## config.mk

```make
export PLATFORM = sky130hd
export DESIGN_NAME = traffic_light_rr
export DESIGN_NICKNAME = d
export VERILOG_FILES = /design/src/rtl/traffic_light_rr.sv
export SDC_FILE = /design/constraint.sdc
export NUM_CORES = 1
export LEC_CHECK = 0
export ABC_CLOCK_PERIOD_IN_PS = 1800
export CORE_MARGIN = 2
export CORE_UTILIZATION = 30
export DETAILED_ROUTE_END_ITERATION = 8
export PLACE_DENSITY = 0.74
export SLEW_MARGIN = 30
export SYNTH_ARGS = -nofsm -noshare
export SYNTH_HDL_FRONTEND = slang
export SYNTH_SLANG_ARGS = --single-unit
```

## constraint.sdc

```tcl
create_clock -name clk -period 1.8 [get_ports clk]
set_clock_uncertainty 0.1 [all_clocks]
set_input_delay 0.36 -clock clk [delete_from_list [all_inputs] [get_ports clk]]
set_output_delay 0.36 -clock clk [all_outputs]
set_load 0.01 [all_outputs]
```

## src/rtl/traffic_light_rr.sv

```systemverilog
// Timed round-robin controller for one four-way light: min/max green, all-stop
// clearance, and fair rotation of the grant between N, S, E and W.
module traffic_light_rr #(
  parameter int          MIN_GREEN    = 4,
  parameter int          MAX_GREEN    = 20,
  parameter int          CLEAR_CYCLES = 2,
  parameter int          TIMER_W      = 8,
  parameter logic [29:0] EXT_N_MASK   = 30'b0,
  parameter logic [29:0] EXT_S_MASK   = 30'b0,
  parameter logic [29:0] EXT_E_MASK   = 30'b0,
  parameter logic [29:0] EXT_W_MASK   = 30'b0
) (
  input  logic        clk,
  input  logic        rst,
  input  logic [7:0]  sensor_light,
  input  logic [29:0] general_sensors,
  output logic [2:0]  outN,
  output logic [2:0]  outS,
  output logic [2:0]  outE,
  output logic [2:0]  outW,
  output logic [29:0] debug_port
);

  localparam logic [1:0] IDLE  = 2'd0;
  localparam logic [1:0] GREEN = 2'd1;
  localparam logic [1:0] CLEAR = 2'd2;

  localparam logic [2:0] LIGHT_STOP = 3'b000;
  localparam logic [2:0] LIGHT_GO   = 3'b100;

  localparam logic [TIMER_W-1:0] MIN_LAST   = TIMER_W'(MIN_GREEN - 1);
  localparam logic [TIMER_W-1:0] MAX_LAST   = TIMER_W'(MAX_GREEN - 1);
  localparam logic [TIMER_W-1:0] CLEAR_LAST = TIMER_W'(CLEAR_CYCLES - 1);
  localparam logic [TIMER_W-1:0] TIMER_ZERO = {TIMER_W{1'b0}};

  logic [3:0]         demand;
  logic               busy;
  logic [3:0]         grantMask;
  logic [1:0]         state, stateNext;
  logic [1:0]         grant, grantNext;
  logic [1:0]         ptr, ptrNext;
  logic [TIMER_W-1:0] timer, timerNext;

  // First requesting direction, searching from start and wrapping mod 4.
  function automatic logic [1:0] pickNext(input logic [3:0] req, input logic [1:0] start);
    logic [1:0] idx;
    logic [1:0] pick;
    logic       found;
    pick  = start;
    found = 1'b0;
    for (int i = 0; i < 4; i++) begin
      idx = start + 2'(i);
      if (!found && req[idx]) begin
        pick  = idx;
        found = 1'b1;
      end
    end
    return pick;
  endfunction

  function automatic logic [TIMER_W-1:0] satInc(input logic [TIMER_W-1:0] t,
                                                input logic [TIMER_W-1:0] last);
    return (t >= last) ? last : t + TIMER_W'(1);
  endfunction

  function automatic logic [2:0] lightFor(input logic [1:0] st, input logic [1:0] gr,
                                          input logic [1:0] dir);
    return (st == GREEN && gr == dir) ? LIGHT_GO : LIGHT_STOP;
  endfunction

  // Per-direction demand from own sensors plus masked level sensors.
  always_comb begin
    demand[0] = sensor_light[6] | (|(general_sensors & EXT_N_MASK));
    demand[1] = sensor_light[4] | (|(general_sensors & EXT_S_MASK));
    demand[2] = sensor_light[5] | (|(general_sensors & EXT_E_MASK));
    demand[3] = sensor_light[7] | (|(general_sensors & EXT_W_MASK));
    busy      = |sensor_light[3:0];
    grantMask = 4'b0001 << grant;
  end

  // Next-state, grant, rotation pointer and timer.
  always_comb begin
    stateNext = state;
    grantNext = grant;
    ptrNext   = ptr;
    timerNext = timer;
    case (state)
      IDLE: begin
        if (!busy && (demand != 4'b0000)) begin
          stateNext = GREEN;
          grantNext = pickNext(demand, ptr);
          timerNext = TIMER_ZERO;
        end else begin
          timerNext = TIMER_ZERO;
        end
      end
      GREEN: begin
        // Pre-emption only once max green is reached and someone else is waiting.
        if ((timer >= MIN_LAST) &&
            (!demand[grant] ||
             ((timer >= MAX_LAST) && ((demand & ~grantMask) != 4'b0000)))) begin
          stateNext = CLEAR;
          timerNext = TIMER_ZERO;
        end else begin
          timerNext = satInc(timer, MAX_LAST);
        end
      end
      CLEAR: begin
        if ((timer >= CLEAR_LAST) && !busy) begin
          stateNext = IDLE;
          ptrNext   = grant + 2'd1;
          timerNext = TIMER_ZERO;
        end else begin
          timerNext = satInc(timer, CLEAR_LAST);
        end
      end
      default: begin
        stateNext = IDLE;
        timerNext = TIMER_ZERO;
      end
    endcase
  end

  // Controller state registers.
  always_ff @(posedge clk) begin
    if (rst) begin
      state <= IDLE;
      grant <= 2'd0;
      ptr   <= 2'd0;
      timer <= TIMER_ZERO;
    end else begin
      state <= stateNext;
      grant <= grantNext;
      ptr   <= ptrNext;
      timer <= timerNext;
    end
  end

  // Output registers load the decode of the state being entered, so they
  // always equal the decode of the current state registers.
  always_ff @(posedge clk) begin
    if (rst) begin
      outN       <= LIGHT_STOP;
      outS       <= LIGHT_STOP;
      outE       <= LIGHT_STOP;
      outW       <= LIGHT_STOP;
      debug_port <= 30'd0;
    end else begin
      outN       <= lightFor(stateNext, grantNext, 2'd0);
      outS       <= lightFor(stateNext, grantNext, 2'd1);
      outE       <= lightFor(stateNext, grantNext, 2'd2);
      outW       <= lightFor(stateNext, grantNext, 2'd3);
      debug_port <= {24'(timerNext), ptrNext, grantNext, stateNext};
    end
  end

endmodule

```

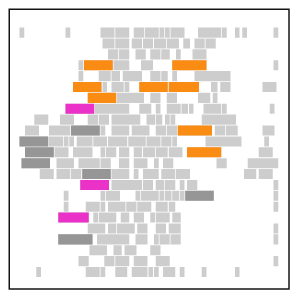
Figure 1: run 1, register map, names as in the netlist.
Drawn at 4 px/µm. Other sequential cells in the stronger gray, the rest of the logic in the fainter gray.
| color | netlist name | placed flops |
|---|---|---|
| orange | `timer` | 8 |
| magenta | `debug_port` | 3 |

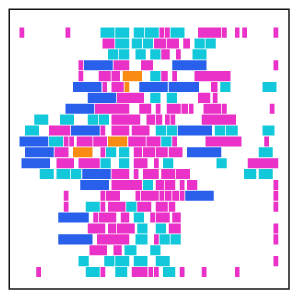
Figure 2: run 1, cells colored by class.
Drawn at 4 px/µm.
| color | class | cells |
|---|---|---|
| cyan | remaining buffers and delay cells | 63 |
| magenta | combinational and other logic | 123 |
| orange | clock drivers and dummy loads | 4 |
| blue | sequential cells | 18 |

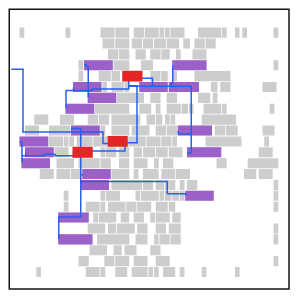
Figure 3: run 1, clock network drawn from the DEF.
Drawn at 4 px/µm.
[purple] flip-flops | count: 18
[blue] clock wires | length: 252 µm
[red] clock drivers | count: 3
routed clock nets: 4

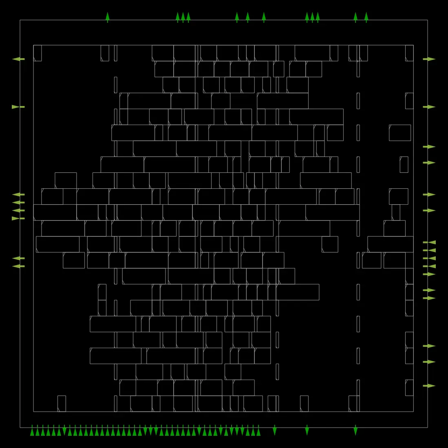
Figure 4: run 1, placement view.
Seq area share: 19.03%
num rows: 23
Seq cells: 18

==> reports/metrics.yaml, run 1 <==
floorplanning:
  fp_util_pct: 31.79
  io-pin-count: 82
  fp.dieW_um: 69.58
min_path:
  hold_path.startpoint: "ptr[0]$_SDFFE_PP0P_"
  hold_path_end: "ptr[0]$_SDFFE_PP0P_"
  min_path_cells: 2
  hold_path_class: "reg -> reg"
final_timing:
  finalCriticalPeriod_ns: 1.984
  holdWs_ns: 0.4593
  setup_viol: 7
  rsz0062_at_grt: "true"
  setup_tns_ns: -0.7309
  finalCritPeriodShare_pct: 110.2
  fin_ws_ns: -0.1838
  finalMaxSlewViolations: 0
placed_design:
  io_buffers: 27
  dpl_worst_slack_ns: -0.6305
  dpl.cell_count: 248
  post_dp_cell_area_um2: 1826
finish:
  drive_gt1_share_pct: 37.50
  top_regs: "timer: 8 flops, debug_port: 3 flops"
  clock_cell_area_share_pct: 2.268
  n_fill_cell: 381
  sh_comb_area_pct: 46.69
  nClkBuffers: 4
  final_cell_mix: "36 x buf_4, 27 x conb_1, 18 x clkdlybuf4s50_1, 12 x dfxtp_1, 11 x inv_1"
  antenna_cells: 0
  comb_area_um2: 927.1
  post-route-util_pct: 48.94
  nNetsFinal: 260
  num-multi-input-gates: 112
  final_cell_area_um2: 1986
  regMostFlops: "timer"
  largestClassByArea: "logic gates"
  bufAreaShareNonClock_pct: 26.78
  inv_count: 11
pwr:
  p_sw_mw: 0.2400
  power.internal_mw: 0.6396
  power_leader: "registers"
  total_power_mw: 0.8795
  combPwrFrac_pct: 20.5
  power_density_nw_per_um2: 443.0
  pwr-share-seq_pct: 46.0
  irDropWorstVdd_v: 0.0004797
global_routing:
  antenna_found_initial: 0
  grt_use_met3_pct: 3.052
  grt_use_met2_pct: 21.37
  grt_use_met1_pct: 14.01
  grt_overflow_total: 0
  grt_pass1_wl_um: 4712
  grt_pass1_vias: 1089
synthesis:
  edf_count: 0
  synthTopLogicFamily: "simple AND/OR/NAND/NOR gates"
  common_cells: "24 x buf_4, 18 x dfxtp_1, 11 x ha_1, 11 x inv_1, 11 x nor2_1"
  netlist.area_leader.share_pct: 27.93
  synth_chip_area_um2: 1290
  async_flop_share_pct: 0
  ys_sh_adder_pct: 10.67
  ys_sh_mux_pct: 2.522
  syn_inst: 139
  compound_area_share_pct: 14.65
  top_cells_by_area: "dfxtp_1 28%, buf_4 14%, ha_1 11%, nor4b_2 3.5%, inv_1 3.2%"
  synth_seq_share_pct: 27.93
cts:
  cts.reportedPaths.clkPinSlew_ns: 0.07
  cts_setup_buffers: 7
  clockBufferDepth: 2
  clk_latency_ns: 0.25
setup_path:
  crit_start: "timer[0]$_SDFF_PP0_"
  crit_buf_inv: 1
  crit_end: "outS[2]$_SDFF_PP0_"
  endpoint_kind: "register"
  r2r_end: "outS[2]$_SDFF_PP0_"
  critPathMaxStageDelay_ns: 0.36
  crit_chain: "ha_4, nor3_4, nor4b_4, o21ai_2, buf_4, a211oi_4, nor2_4, nor4b_2"
status:
  violations: "negative setup slack"
  outcome: "complete, but fails checks"
routing:
  wl_met1_um: 1247
  drt_iter0_drc: 30
  wirelength_um: 3014
Figure 5. I/O nets highlighted (run 1).
Drawn at 6 px/µm.
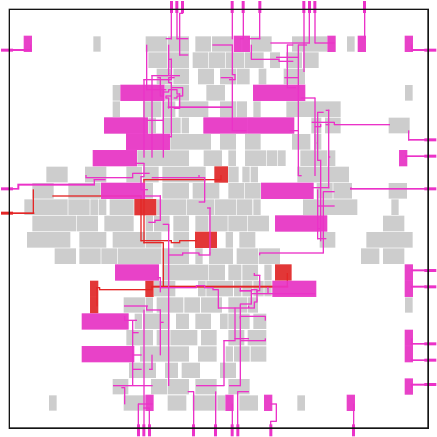

==> inputs of run 2 (changes only) <==
- RECOVER_POWER: unset -> 100
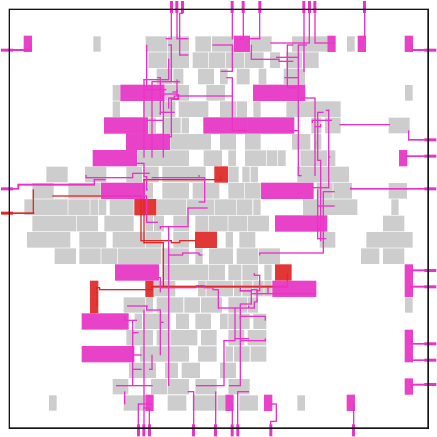
Figure 6: run 2, I/O nets highlighted.
Drawn at 6 px/µm.
| color | port | bits | direction | end cells | buffers | wire |
|---|---|---|---|---|---|---|
| red | `rst` | 1 | input | 7 | 2 | 112 µm |
| magenta | `debug_port` | 30 | output | 30 | 24 | 693 µm |

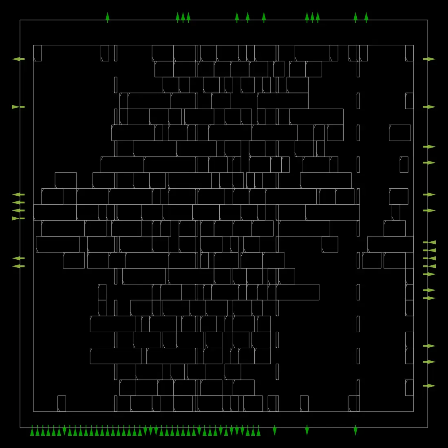
Figure 7: run 2, placement view.
Final Core Density: 48.72%
Seq area share: 19.11%
filler cell count: 384
well tap count: 50
final std cells w/o fill: 258

==> run 2 against run 1 <==
The flow still finishes with violations (negative setup slack). Combinational power about the same. Total power decreased by 0.25%. Cell count unchanged. Sequential cell count unchanged. Count of clock-buffer cells in the layout unchanged. Non-clock buffer count unchanged. Clock power about the same. Critical path depth unchanged. Worst setup slack improved by 0.0025 ns. Via count increased by 0.35%. Largest power group unchanged.
==> reports/metrics.yaml, run 2 <==
synthesis:
  ys_sh_adder_pct: 10.67  # unchanged
  synth_chip_area_um2: 1290  # unchanged
  synthTopLogicFamily: "simple AND/OR/NAND/NOR gates"  # unchanged
  syn_inst: 139  # unchanged
  top_cells_by_area: "dfxtp_1 28%, buf_4 14%, ha_1 11%, nor4b_2 3.5%, inv_1 3.2%"  # unchanged
  ys_sh_mux_pct: 2.522  # unchanged
  edf_count: 0  # unchanged
setup_path:
  crit_buf_inv: 1  # unchanged
  critPathMaxStageDelay_ns: 0.36  # about the same
  crit_start: "timer[0]$_SDFF_PP0_"  # unchanged
  crit_chain: "ha_4, nor3_4, nor4b_4, o21ai_2, buf_4, a211oi_4, nor2_4, nor4b_2"  # unchanged
  endpoint_kind: "register"  # unchanged
finish:
  num-multi-input-gates: 112  # unchanged
  drive_gt1_share_pct: 37.02  # was 37.50%
  inv_count: 11  # unchanged
  final_cell_area_um2: 1977  # was 1986 µm²
  final_cell_mix: "30 x buf_4, 27 x conb_1, 13 x clkdlybuf4s50_1, 12 x dfxtp_1, 11 x inv_1"  # was 36 x buf_4, 27 x conb_1, 18 x clkdlybuf4s50_1, 12 x dfxtp_1, 11 x inv_1
  nNetsFinal: 260  # unchanged
  bufAreaShareNonClock_pct: 26.46  # was 26.78%
  clock_cell_area_share_pct: 2.278  # was 2.268%
  regMostFlops: "timer"  # unchanged
global_routing:
  grt_overflow_total: 0  # unchanged
  grt_pass1_wl_um: 4712  # unchanged
  antenna_found_initial: 0  # unchanged
  grt_use_met1_pct: 14.01  # unchanged
  grt_use_met2_pct: 21.37  # unchanged
final_timing:
  setup_viol: 7  # unchanged
  rsz0062_at_grt: "true"  # unchanged
  finalCritPeriodShare_pct: 110.1  # was 110.2%
  fin_ws_ns: -0.1814  # was -0.1838 ns
  finalCriticalPeriod_ns: 1.981  # was 1.984 ns
pwr:
  total_power_mw: 0.8774  # was 0.8795 mW
  pwr-share-seq_pct: 46.1  # was 46.0%
  power.internal_mw: 0.6379  # was 0.6396 mW
  power_leader: "registers"  # unchanged
  irDropWorstVdd_v: 0.0004791  # was 0.0004797 V
  power_density_nw_per_um2: 443.8  # was 443.0 nW/µm²
cts:
  clk_latency_ns: 0.25  # about the same
  cts.reportedPaths.clkPinSlew_ns: 0.07  # about the same
  cts_setup_buffers: 7  # unchanged
status:
  outcome: "complete, but fails checks"  # unchanged
  violations: "negative setup slack"  # unchanged
placed_design:
  dpl_worst_slack_ns: -0.6305  # unchanged
  post_dp_cell_area_um2: 1826  # unchanged
  dpl.cell_count: 248  # unchanged
min_path:
  hold_path_class: "reg -> reg"  # unchanged
  min_path_cells: 2  # unchanged
  hold_path_end: "ptr[0]$_SDFFE_PP0P_"  # unchanged
routing:
  wl_met1_um: 1238  # was 1247 µm
  wirelength_um: 2992  # was 3014 µm
floorplanning:
  fp_util_pct: 31.79  # unchanged
  fp.dieW_um: 69.58  # unchanged
  io-pin-count: 82  # unchanged
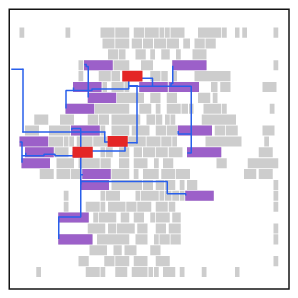
Figure 8: run 2, clock network drawn from the DEF.
Drawn at 4 px/µm.
[blue] clock wires | length: 251 µm
[purple] flip-flops | count: 18
[red] clock drivers | count: 3
routed clock nets: 4

Power figures rest on the tool's default switching activity, not on a simulated workload.
